`config.mk`:
```
export PLATFORM = sky130hd
export DESIGN_NAME = ram_stream_reader
export DESIGN_NICKNAME = d
export VERILOG_FILES = /design/src/rtl/ram_stream_reader.sv
export SDC_FILE = /design/constraint.sdc
export NUM_CORES = 1
export LEC_CHECK = 0
export CAP_MARGIN = 5
export CELL_PAD_IN_SITES_DETAIL_PLACEMENT = 0
export CELL_PAD_IN_SITES_GLOBAL_PLACEMENT = 1
export CORE_AREA = 2 2 108 110
export CTS_BUF_LIST = sky130_fd_sc_hd__clkbuf_4
export CTS_CLUSTER_DIAMETER = 150
export DETAILED_ROUTE_END_ITERATION = 12
export DIE_AREA = 0 0 110 112
export PLACE_DENSITY = 0.85
export SETUP_SLACK_MARGIN = 0.1
export SLEW_MARGIN = 20
export SYNTH_ARGS = -nofsm -noshare
export SYNTH_HDL_FRONTEND = slang
export SYNTH_SLANG_ARGS = --single-unit
```
`constraint.sdc`:
```
create_clock -name clk -period 3.8 [get_ports clk]
set_input_delay 1.14 -clock clk [delete_from_list [all_inputs] [get_ports clk]]
set_output_delay 1.14 -clock clk [all_outputs]
set_load 0.01 [all_outputs]
```
`src/rtl/ram_stream_reader.sv`:
```
// ram_stream_reader: reads a burst of words from a combinational-read memory
// and streams them out through a 2-entry FIFO with valid/ready handshake.
module ram_stream_reader #(
    parameter int ADDR_W = 18,
    parameter int DATA_W = 16
) (
    input  logic              clk,
    input  logic              rst_n,
    input  logic              start,
    input  logic [ADDR_W-1:0] base_addr,
    input  logic [ADDR_W:0]   length,
    input  logic              abort,
    output logic [ADDR_W-1:0] mem_address,
    input  logic [DATA_W-1:0] mem_data,
    output logic              mem_rd,
    output logic [DATA_W-1:0] out_data,
    output logic              out_valid,
    input  logic              out_ready,
    output logic              out_last,
    output logic              busy,
    output logic              done
);

    typedef enum logic [1:0] {
        IDLE  = 2'd0,
        READ  = 2'd1,
        DRAIN = 2'd2,
        DONE  = 2'd3
    } state_t;

    state_t              state_q, state_d;
    logic [ADDR_W-1:0]   addr_q, addr_d;
    logic [ADDR_W:0]     remaining_q, remaining_d;
    logic [DATA_W-1:0]   fifo_data_q [2];
    logic [DATA_W-1:0]   fifo_data_d [2];
    logic [1:0]          fifo_last_q, fifo_last_d;
    logic                wr_ptr_q, wr_ptr_d;
    logic                rd_ptr_q, rd_ptr_d;
    logic [1:0]          count_q, count_d;

    logic pop;
    logic pop_eff;
    logic capture;
    logic abort_eff;
    logic last_word;

    // Handshake qualifiers; abort outranks any capture or pop in its cycle.
    always_comb begin
        abort_eff = abort && (state_q != IDLE);
        pop       = (count_q != 2'd0) && out_ready;
        pop_eff   = pop && !abort_eff;
        // A full FIFO can still take a word if the head leaves this cycle.
        capture   = (state_q == READ) && !abort_eff &&
                    ((count_q < 2'd2) || pop);
        last_word = (remaining_q == {{ADDR_W{1'b0}}, 1'b1});
    end

    // Datapath next-state: address/remaining counters and FIFO bookkeeping.
    always_comb begin
        addr_d      = addr_q;
        remaining_d = remaining_q;
        fifo_data_d = fifo_data_q;
        fifo_last_d = fifo_last_q;
        wr_ptr_d    = wr_ptr_q;
        rd_ptr_d    = rd_ptr_q;
        count_d     = count_q;

        if (state_q == IDLE && start) begin
            addr_d      = base_addr;
            remaining_d = length;
        end

        if (capture) begin
            fifo_data_d[wr_ptr_q] = mem_data;
            fifo_last_d[wr_ptr_q] = last_word;
            wr_ptr_d              = ~wr_ptr_q;
            addr_d                = addr_q + 1'b1;   // wraps naturally
            remaining_d           = remaining_q - 1'b1;
        end

        if (pop_eff)
            rd_ptr_d = ~rd_ptr_q;

        case ({capture, pop_eff})
            2'b10:   count_d = count_q + 2'd1;
            2'b01:   count_d = count_q - 2'd1;
            default: count_d = count_q;
        endcase

        if (abort_eff) begin
            count_d     = 2'd0;
            wr_ptr_d    = 1'b0;
            rd_ptr_d    = 1'b0;
            remaining_d = '0;
        end
    end

    // Datapath registers.
    always_ff @(posedge clk or negedge rst_n) begin
        if (!rst_n) begin
            addr_q         <= '0;
            remaining_q    <= '0;
            fifo_data_q[0] <= '0;
            fifo_data_q[1] <= '0;
            fifo_last_q    <= '0;
            wr_ptr_q       <= 1'b0;
            rd_ptr_q       <= 1'b0;
            count_q        <= 2'd0;
        end else begin
            addr_q         <= addr_d;
            remaining_q    <= remaining_d;
            fifo_data_q[0] <= fifo_data_d[0];
            fifo_data_q[1] <= fifo_data_d[1];
            fifo_last_q    <= fifo_last_d;
            wr_ptr_q       <= wr_ptr_d;
            rd_ptr_q       <= rd_ptr_d;
            count_q        <= count_d;
        end
    end

    // FSM state register.
    always_ff @(posedge clk or negedge rst_n) begin
        if (!rst_n)
            state_q <= IDLE;
        else
            state_q <= state_d;
    end

    // FSM next-state: DRAIN exits only once the last buffered word has left.
    always_comb begin
        state_d = state_q;
        case (state_q)
            IDLE: begin
                if (start)
                    state_d = (length == '0) ? DONE : READ;
            end
            READ: begin
                if (capture && last_word)
                    state_d = DRAIN;
            end
            DRAIN: begin
                if (count_d == 2'd0)
                    state_d = DONE;
            end
            DONE: begin
                state_d = IDLE;
            end
            default: state_d = IDLE;
        endcase
        if (abort_eff)
            state_d = IDLE;
    end

    // FSM outputs; head data is gated so an empty FIFO shows zeros.
    always_comb begin
        mem_address = addr_q;
        mem_rd      = capture;
        busy        = (state_q != IDLE);
        done        = (state_q == DONE);
        out_valid   = (count_q != 2'd0);
        out_data    = out_valid ? fifo_data_q[rd_ptr_q] : '0;
        out_last    = out_valid ? fifo_last_q[rd_ptr_q] : 1'b0;
    end

endmodule

```
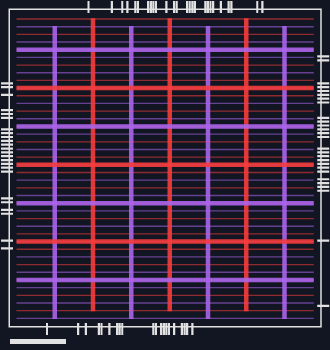
Figure 1: PDN straps and rails.
Scale bar: 20 µm. Pins as bars on the die edge.
Key: red = VDD; purple = VSS
40 met1 rails follow the rows. The core has 39 rows. 7 straps on met5. 97 signal pins sit on the boundary. 7 straps on met4.
Peak supply drop: 0.357 mV
Chip Height: 112 µm
die x size: 110 µm
core footprint: 11,200 µm²

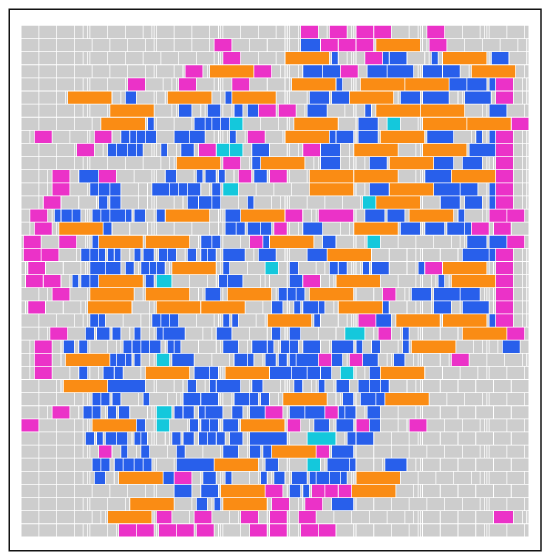
Figure 2: placed cells, one colour a class.
Fill, decap, tap and diode cells in grey.
Key: orange = flip-flops [cells 77]; blue = all other logic [cells 333]; cyan = clock drivers and dummy loads [cells 16]; magenta = other buffers and delay cells [cells 112]
post-layout util: 0.505
flop share of the area: 0.342
Placement Rows: 39
final instance area: 5640 µm²

==> run_results.csv <==
group,metric,value,unit
status,status,"finished, final reports clean",
worst_setup_path,cp_max_fo,3,
worst_setup_path,critPathMaxStageDelay,480,ps
synth,postSynthAreaPerCell,10.1,µm²
hold_path,min_path_type,"register to register",
final_timing,rsz0062_at_grt,"no",
final_timing,min_period,3450,ps
power_and_ir_drop,top_power_group,"combinational logic",
run,max-cap-violations,0,
worst_setup_path,rr_startpoint,"state_q[1]$_DFFE_PN0P_",
synth,synthTopCellsByArea,"dfrtp_1, mux2_2, mux2i_1",
worst_setup_path,reg2reg_slack,1170,ps
global_route,grt.met1_usage,0.280,
global_route,grtUsageMet2,0.311,
cells_and_area,final_cell_mix,"clkdlybuf4s50_1, dfrtp_1, nor2_1",
synth,ys_area,4380,µm²
global_route,overflow,0,
global_route,grt_pass1_vias,3804,
final_timing,setup_violations,0,
synth,ys.flop_type,"dfrtp_1",
hold_path,min_to,"fifo_last_q[1]$_DFFE_PN0P_",
synth,yosys-stat-cells,432,
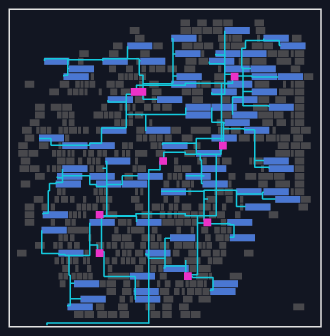
Figure 3: clock wires, drivers and flops.
Key: cyan = clock wires [length 1,030 µm]; blue = flip-flops [count 77]; magenta = cells driving clock nets [count 9]
There are 10 routed clock nets.
Clock power frac: 0.105
Worst Skew: 16.5 ps

[worst reg2reg max path, cell delays in order (launching register included)]
cell      delay, ps
dfrtp_1         430
inv_1           110
ha_1            320
and3_2          290
buf_4           150
clkinv_4         50
ha_1            330
nor2b_1          80
a22oi_1         180
a21boi_0        130
o22ai_1         250
mux2i_1         240
[sequential cells by signal (all words and copies together) (netlist names)]
register and flops:
fifo_last_q 2, count_q 2, rd_ptr_q 1, fifo_data_q 32
mem_address 18, wr_ptr_q 1, state_q 2, remaining_q 19
[cell type report]
type	instances	share of cell area
multi-input cells	321	0.399
flip-flops and latches	77	0.342
repair buffers	112	0.194
well taps	143	0.0317
clock inverters	7	0.0122
clock buffers	9	0.0120
inverters	12	0.00888
diodes	1	0.000444
Power and IR drop assume default switching activity.
